**Run 1: clock routing**

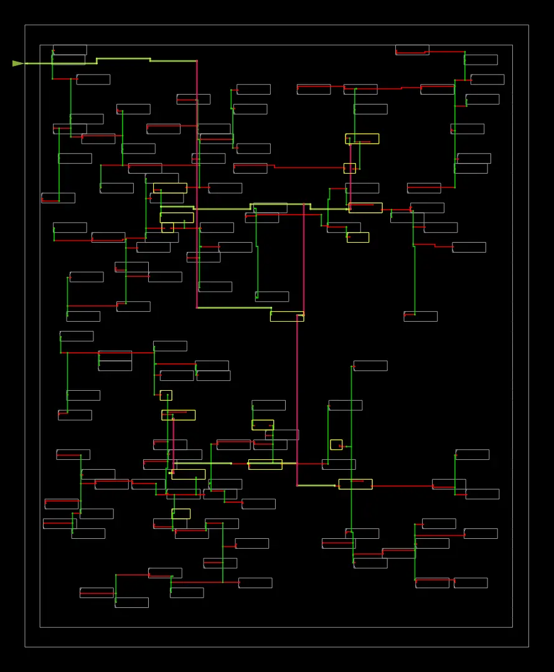
**Run 1: placed cells, one color a class**

Fill, decap, tap and diode cells in gray.
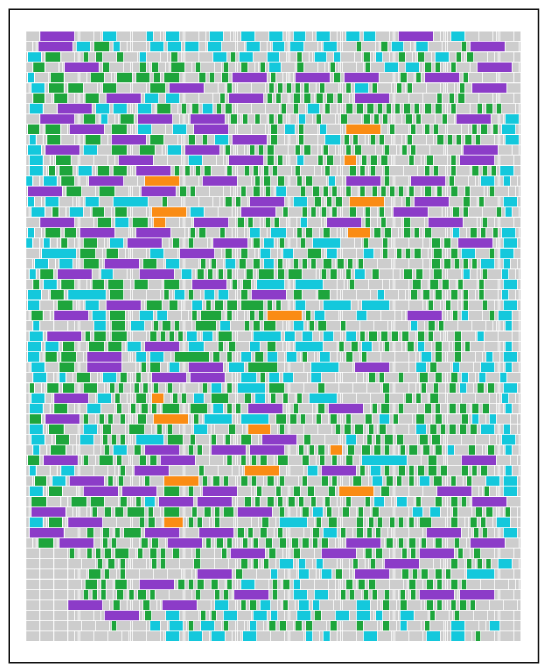
**Run 1: routed metal per tile**

Bar = 50 um. 28 x 34 tiles, from dark blue (low) to red (high), scaled to the fullest tile. Values are wire area over tile area, all layers added.
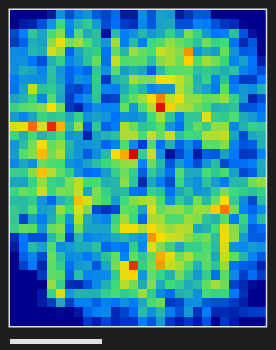
**src/rtl/dmem_access_unit_pkg.sv**
```systemverilog
// Shared types for the data-memory access unit: pipeline request/response bundles,
// memory function and mask encodings, FSM states and the bus request record.
package dmem_access_unit_pkg;

   localparam int unsigned XLEN = 32;

   typedef enum logic [1:0] {
      IDLE = 2'd0,
      REQ  = 2'd1,
      WAIT = 2'd2,
      DONE = 2'd3
   } DmemState;

   typedef enum logic {
      M_XRD = 1'b0,
      M_XWR = 1'b1
   } MemoryFcn;

   typedef enum logic [2:0] {
      MT_X  = 3'd0,
      MT_B  = 3'd1,
      MT_H  = 3'd2,
      MT_W  = 3'd3,
      MT_BU = 3'd5,
      MT_HU = 3'd6
   } MemoryMaskType;

   typedef struct packed {
      logic [XLEN-1:0] addr;
      MemoryFcn        fcn;
      MemoryMaskType   typ;
      logic [XLEN-1:0] data;
   } MemReq;

   typedef struct packed {
      logic  req_valid;
      MemReq req;
   } MemoryIn;

   typedef struct packed {
      logic [XLEN-1:0] data;
   } MemResp;

   typedef struct packed {
      MemResp res;
   } MemoryOut;

   typedef struct packed {
      logic [XLEN-1:0] addr;
      logic            we;
      logic [3:0]      strb;
      logic [XLEN-1:0] wdata;
   } DataBusReq;

endpackage

```
**src/rtl/dmem_lane_align.sv**
```systemverilog
// Byte-lane steering: store strobes and data shift, load extraction with extension,
// and the natural-alignment check for the access size.
module dmem_lane_align
   import dmem_access_unit_pkg::*;
(
   input  MemoryMaskType    typ,
   input  logic [1:0]       offset,
   input  logic [XLEN-1:0]  st_data,
   input  logic [XLEN-1:0]  rd_raw,
   output logic [3:0]       strb,
   output logic [XLEN-1:0]  wdata,
   output logic [XLEN-1:0]  ld_data,
   output logic             misalign
);

   logic [XLEN-1:0] shifted;

   // Lane shift, strobe generation and load extension by access type.
   always_comb begin
      shifted  = rd_raw >> {offset, 3'b000};
      wdata    = st_data << {offset, 3'b000};
      strb     = 4'b0000;
      ld_data  = '0;
      misalign = 1'b0;
      unique case (typ)
         MT_B: begin
            strb    = 4'b0001 << offset;
            ld_data = {{24{shifted[7]}}, shifted[7:0]};
         end
         MT_BU: begin
            strb    = 4'b0001 << offset;
            ld_data = {24'h0, shifted[7:0]};
         end
         MT_H: begin
            strb     = 4'b0011 << offset;
            ld_data  = {{16{shifted[15]}}, shifted[15:0]};
            misalign = offset[0];
         end
         MT_HU: begin
            strb     = 4'b0011 << offset;
            ld_data  = {16'h0, shifted[15:0]};
            misalign = offset[0];
         end
         MT_W: begin
            strb     = 4'b1111;
            ld_data  = shifted;
            misalign = (offset != 2'b00);
         end
         default: ;
      endcase
   end

endmodule

```
**src/rtl/dmem_access_unit.sv**
```systemverilog
// Memory-stage to valid/ready bus bridge. Holds the access FSM, the request latched at
// issue, the response timeout counter and the captured read word.
module dmem_access_unit
   import dmem_access_unit_pkg::*;
#(
   parameter int unsigned TIMEOUT_CYCLES = 255
) (
   input  logic             clk,
   input  logic             rst_n,
   input  MemoryIn          dmem_in,
   output MemoryOut         dmem_out,
   output logic             cmiss_stall,
   output logic             misalign,
   output logic             bus_err,
   output logic             bus_req_valid,
   input  logic             bus_req_ready,
   output logic [XLEN-1:0]  bus_req_addr,
   output logic             bus_req_we,
   output logic [3:0]       bus_req_strb,
   output logic [XLEN-1:0]  bus_req_wdata,
   input  logic             bus_rsp_valid,
   input  logic [XLEN-1:0]  bus_rsp_rdata
);

   localparam int unsigned CntW = $clog2(TIMEOUT_CYCLES + 1);
   localparam logic [CntW-1:0] CntLast = CntW'(TIMEOUT_CYCLES - 1);

   DmemState        state_q, state_d;
   MemReq           req_q, req_d;
   logic [CntW-1:0] cnt_q, cnt_d;
   logic [XLEN-1:0] rdata_q, rdata_d;
   logic            mis_q, mis_d;
   logic            err_q, err_d;

   MemReq           cur_req;
   logic [3:0]      lane_strb;
   logic [XLEN-1:0] lane_wdata;
   logic [XLEN-1:0] lane_ld;
   logic            lane_mis;
   DataBusReq       bus_req;

   // In IDLE the live request drives the lanes; afterwards the latched copy does.
   assign cur_req = (state_q == IDLE) ? dmem_in.req : req_q;

   dmem_lane_align u_lane_align (
      .typ      (cur_req.typ),
      .offset   (cur_req.addr[1:0]),
      .st_data  (cur_req.data),
      .rd_raw   (rdata_q),
      .strb     (lane_strb),
      .wdata    (lane_wdata),
      .ld_data  (lane_ld),
      .misalign (lane_mis)
   );

   // State and datapath registers.
   always_ff @(posedge clk or negedge rst_n) begin
      if (!rst_n) begin
         state_q <= IDLE;
         req_q   <= '0;
         cnt_q   <= '0;
         rdata_q <= '0;
         mis_q   <= 1'b0;
         err_q   <= 1'b0;
      end else begin
         state_q <= state_d;
         req_q   <= req_d;
         cnt_q   <= cnt_d;
         rdata_q <= rdata_d;
         mis_q   <= mis_d;
         err_q   <= err_d;
      end
   end

   // Next-state logic and bus request valid.
   always_comb begin
      state_d       = state_q;
      req_d         = req_q;
      cnt_d         = cnt_q;
      rdata_d       = rdata_q;
      mis_d         = mis_q;
      err_d         = err_q;
      bus_req_valid = 1'b0;
      unique case (state_q)
         IDLE: begin
            cnt_d = '0;
            mis_d = 1'b0;
            err_d = 1'b0;
            if (dmem_in.req_valid) begin
               req_d   = dmem_in.req;
               rdata_d = '0;
               if (lane_mis) begin
                  mis_d   = 1'b1;
                  state_d = DONE;
               end else begin
                  bus_req_valid = 1'b1;
                  state_d       = bus_req_ready ? WAIT : REQ;
               end
            end
         end
         REQ: begin
            bus_req_valid = 1'b1;
            if (bus_req_ready) state_d = WAIT;
         end
         WAIT: begin
            // A response in the timeout cycle takes priority over the error.
            if (bus_rsp_valid) begin
               rdata_d = (req_q.fcn == M_XWR) ? '0 : bus_rsp_rdata;
               state_d = DONE;
            end else if (cnt_q == CntLast) begin
               err_d   = 1'b1;
               rdata_d = '0;
               state_d = DONE;
            end else begin
               cnt_d = cnt_q + 1'b1;
            end
         end
         DONE: begin
            state_d = IDLE;
         end
         default: state_d = IDLE;
      endcase
   end

   // Bus request fields, zeroed whenever no request is presented.
   always_comb begin
      bus_req = '0;
      if (bus_req_valid) begin
         bus_req.addr  = {cur_req.addr[XLEN-1:2], 2'b00};
         bus_req.we    = (cur_req.fcn == M_XWR);
         bus_req.strb  = lane_strb;
         bus_req.wdata = lane_wdata;
      end
   end

   assign bus_req_addr  = bus_req.addr;
   assign bus_req_we    = bus_req.we;
   assign bus_req_strb  = bus_req.strb;
   assign bus_req_wdata = bus_req.wdata;

   // Pipeline-facing status and load result, presented only in DONE.
   always_comb begin
      dmem_out          = '0;
      cmiss_stall       = dmem_in.req_valid && (state_q != DONE);
      misalign          = (state_q == DONE) && mis_q;
      bus_err           = (state_q == DONE) && err_q;
      if (state_q == DONE) dmem_out.res.data = lane_ld;
   end

endmodule

```
**config.mk**
```make
export PLATFORM = sky130hd
export DESIGN_NAME = dmem_access_unit
export DESIGN_NICKNAME = d
export VERILOG_FILES = /design/src/rtl/dmem_access_unit_pkg.sv /design/src/rtl/dmem_lane_align.sv /design/src/rtl/dmem_access_unit.sv
export SDC_FILE = /design/constraint.sdc
export NUM_CORES = 1
export LEC_CHECK = 0
export ABC_AREA = 1
export CAP_MARGIN = 5
export CELL_PAD_IN_SITES_DETAIL_PLACEMENT = 1
export CELL_PAD_IN_SITES_GLOBAL_PLACEMENT = 1
export CORE_ASPECT_RATIO = 1.25
export CORE_MARGIN = 4
export CORE_UTILIZATION = 35
export CTS_CLUSTER_SIZE = 25
export DETAILED_ROUTE_END_ITERATION = 8
export MAX_ROUTING_LAYER = met4
export PLACE_DENSITY_LB_ADDON = 0.1
export SLEW_MARGIN = 40
export SYNTH_ARGS = -nofsm -noshare
export SYNTH_HDL_FRONTEND = slang
export SYNTH_SLANG_ARGS = --single-unit
```
**constraint.sdc**
```tcl
create_clock -name clk -period 3.33 [get_ports clk]
set_input_delay 0.666 -clock clk [delete_from_list [all_inputs] [get_ports clk]]
set_output_delay 0.666 -clock clk [all_outputs]
set_load 0.01 [all_outputs]
```
==> flow_summary_export.csv, run 1 <==
group,metric,value,unit
run_status,outcome,"completed",
global_route,grt_pass1_vias,7814,
setup_path,rr_worst_depth,8,
final_timing,clock.fmax,309,MHz
global_route,gr-max-usage-layer,"met2",
routing,routed.top_layer,"met4",
global_route,grt_pass1_wl,42200,um
finish,finalNetCount,1365,
finish,final_cell_mix,"306 x nand2_1, 112 x dfrtp_1, 106 x clkdlybuf4s50_1",
pwr,seqPwrFrac,21.1,%
cts,cts-resized-gates,110,
synth,syn_area,7480,um^2
pwr,power.leakage,5.04,nW
synth,ys_types,39,
cts,htreeDepth,3,
setup_path,crit_family,"buffers and inverters",
setup_path,endpoint_kind,"primary output",
final_timing,hold_ws,0.255,ns
finish,n_all_inverters,75,
setup_path,crit_path_start_kind,"input pin",
setup_path,cpMostUsedCell,"inv_1",
cts,cts_max_path_buffers,2,
finish,multiInputCombCellCount,759,
Notes on 'clock routing' above:
registers: 112
# clock sinks: 112
Clk. pwr: 1.14 mW
Clock Buffer Count: 10
clk_lat worst skew: 0.36 ns

Notes on 'placed cells, one color a class' above:
[all other logic] green | cells: 834 | share of their area: 43%
[clock drivers and dummy loads] orange | cells: 16 | share of their area: 3.0%
[other buffers and delay cells] cyan | cells: 295 | share of their area: 27%
[flops] purple | cells: 112 | share of their area: 28%
Design Area, Final: 10500 um^2
flop share of the area: 26.8%
Core ar.: 20900 um^2
row count: 59
Final Core Density: 50.1%

Notes on 'routed metal per tile' above:
nearly empty tiles: 5.9%
mean over tiles: 0.18
fullest tile: 0.47
densest ninth of the die: middle left
emptiest ninth of the die: lower left
GRT Total Usage: 22.5%
Via Count: 7673
wirelength, routed: 26900 um
WL per Instance: 17.5 um

==> run 1: sequential cells by signal, indices dropped and copies added, names as in the netlist <==
signal,flops
req_q,68
mis_q,1
state_q,2
cnt_q,8
rdata_q,32
err_q,1
==> run 1: synth_stat cells, drive strengths merged <==
cell    instances  area (um^2)
a21boi          1         7.51
a21oi         103          587
a31oi           1         6.26
a32o            1         10.0
and2            4         25.0
and3            1         6.26
buf            54          323
clkbuf         23         86.3
clkinv          2         7.51
conb            1         3.75
dfrtp         112         2800
ha              8          100
inv            73          274
mux2           36          405
mux2i          31          310
nand2         316         1210
nand3          68          355
nand3b          1         7.51
nand4           9         62.6
nor2           40          150
nor3            2         15.0
o211ai          5         37.5
o21ai         114          582
or2            13         81.3
xor2            3         26.3
--- run 2 (diff from run 1) ---
--- a/config.mk
+++ b/config.mk
@@ -6,12 +6,13 @@
 export NUM_CORES = 1
 export LEC_CHECK = 0
 export ABC_AREA = 1
+export ABC_CLOCK_PERIOD_IN_PS = 3900
 export CAP_MARGIN = 5
 export CELL_PAD_IN_SITES_DETAIL_PLACEMENT = 1
 export CELL_PAD_IN_SITES_GLOBAL_PLACEMENT = 1
 export CORE_ASPECT_RATIO = 1.25
 export CORE_MARGIN = 4
-export CORE_UTILIZATION = 35
+export CORE_UTILIZATION = 37
 export CTS_CLUSTER_SIZE = 25
 export DETAILED_ROUTE_END_ITERATION = 8
 export MAX_ROUTING_LAYER = met4
==> constraint.sdc (replaced) <==
create_clock -name clk -period 3.9 [get_ports clk]
set_input_delay 0.78 -clock clk [delete_from_list [all_inputs] [get_ports clk]]
set_output_delay 0.78 -clock clk [all_outputs]
set_load 0.01 [all_outputs]
**Run 2: met1 routing**

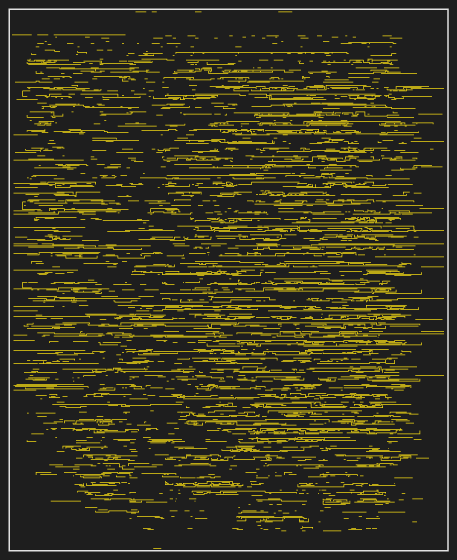
share of all routed wire: 45%
nets with wire on the layer: 1176
wire length on this layer: 11400 um
longest straight run: 52.9 um

==> run 2 against run 1 <==
Net effect:
- flip-flop count unchanged
- synthesized cell count unchanged
- setup slack better by 0.043 ns
- via count down 1.4%
- largest cell class unchanged
- sequential power down 14%
- power down 18%
- highest routed layer unchanged
- register-to-register slack about the same
- combinational power down 19%
- final cell count down 3.5%
- global-route usage up 0.23 points
==> flow_summary_export.csv, run 2 <==
group,metric,value,unit
synth,common_cells,"309 x nand2_1, 112 x dfrtp_1, 108 x o21ai_0",
run_status,outcome,"completed",
finish,finalNetCount,1321,
routing,dr_total_vias,7563,
synth,flop_cell,"dfrtp_1",
routing,dr_wl_met2,12500,um
routing,dr.first_iter.drc_count,397,
setup_path,endpoint_kind,"primary output",
global_route,grt_pass1_vias,7563,
synth,ys_async_sr_fraction,100,%
final_timing,hold_ws,0.423,ns
cts,clk_latency,0.36,ns
setup_path,path_buffers,6,
hold_path,holdCritPathClass,"in -> async",
cts,htreeDepth,3,
routing,routed.top_layer,"met4",
final_timing,clock.fmax,265,MHz
synth,yosys.area.top_type,"dfrtp_1",
synth,ys.flops,112,
global_route,grt.total_usage,22.8,%
finish,reg_top3,"req_q: 68 flops, rdata_q: 32 flops, cnt_q: 8 flops",
pwr,seqPwrFrac,22.0,%
cts,cts.sinks,112,
global_route,gr-max-usage-layer,"met2",
synth,edf_count,0,
routing,wire_per_inst,17.3,um
synth,synth.most_common_cell,"nand2_1",
finish,final_cell_mix,"308 x nand2_1, 195 x clkdlybuf4s50_1, 112 x dfrtp_1",
synth,ys_types,39,
routing,routed_wl,25600,um
synth,synthTopCellsByArea,"dfrtp_1 37%, nand2_1 16%, o21ai_0 7.2%",
final_timing,slew_viol_final,0,
cts,cts_root_buffer,"clkbuf_16",
pwr,powerClk,957,uW
routing,firstDrtPassIters,4,
setup_path,cpMostUsedCell,"inv_1",
synth,ys_sh_xor,0.351,%
synth,netlist.area_leader.share,37.5,%
pwr,intPower,4.50,mW
setup_path,crit_path_start_kind,"input pin",
global_route,grt_pass1_wl,40600,um
cts,cts_max_path_buffers,2,
finish,largest_register,"req_q",
synth,syn_area,7480,um^2
setup_path,rr_worst_depth,11,
finish,largest_reg_flops,68,
setup_path,required,3.12,ns
pwr,power.leakage,4.78,nW
setup_path,crit_family,"buffers and inverters",
**Run 2: placed cells, one color a class**

Fill, decap, tap and diode cells in gray.
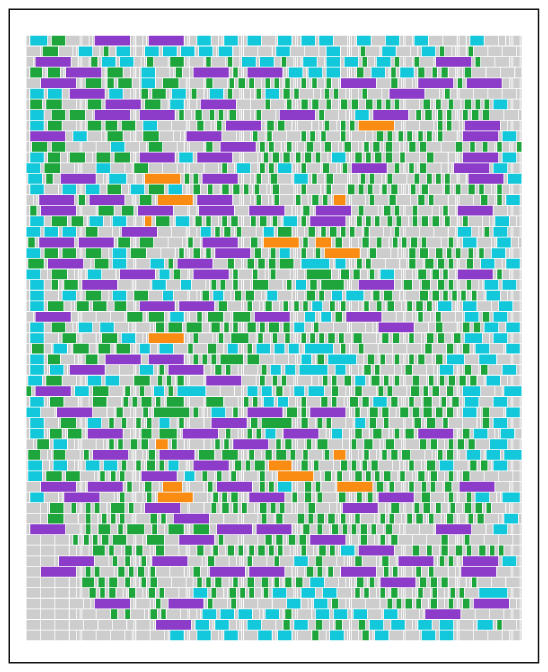
[clock drivers and dummy loads] orange | cells: 16 | share of their area: 3.0%
[flops] purple | cells: 112 | share of their area: 28%
[other buffers and delay cells] cyan | cells: 250 | share of their area: 25%
[all other logic] green | cells: 835 | share of their area: 44%
Core ar.: 19700 um^2
Design Area, Final: 10300 um^2
flop share of the area: 27.3%
Final Core Density: 52.2%
row count: 57

==> run 2: worst max-delay path by stage <==
| stage | slack, ns | cells after the start | end |
|---|---|---|---|
| after floorplan | 1.02 | 16 | bus_req_addr[12] |
| after global placement | 0.13 | 11 | dmem_out[5] |
| after detailed placement | 0.11 | 11 | dmem_out[5] |
| after CTS | 0.001 | 8 | bus_req_wdata[10] |
| after global routing | -0.01 | 13 | bus_req_addr[11] |
| final | 0.13 | 13 | bus_req_addr[10] |
==> run 2: cell type report <==
class	count	share of cell area, %
multi-input combinational	760	39.5
sequential	112	27.3
timing repair buffer	250	24.3
tap	265	3.23
inverter	75	2.76
clock buffer	10	2.32
clock inverter	6	0.572
antenna	1	0.0243
==> run 2: what timing repair did <==
action                                  CTS  global route
buffers inserted                          0            11
endpoints found under the setup margin    0            99
resized                                   0            19
Power figures rest on the tool's default switching activity, not on a simulated workload.
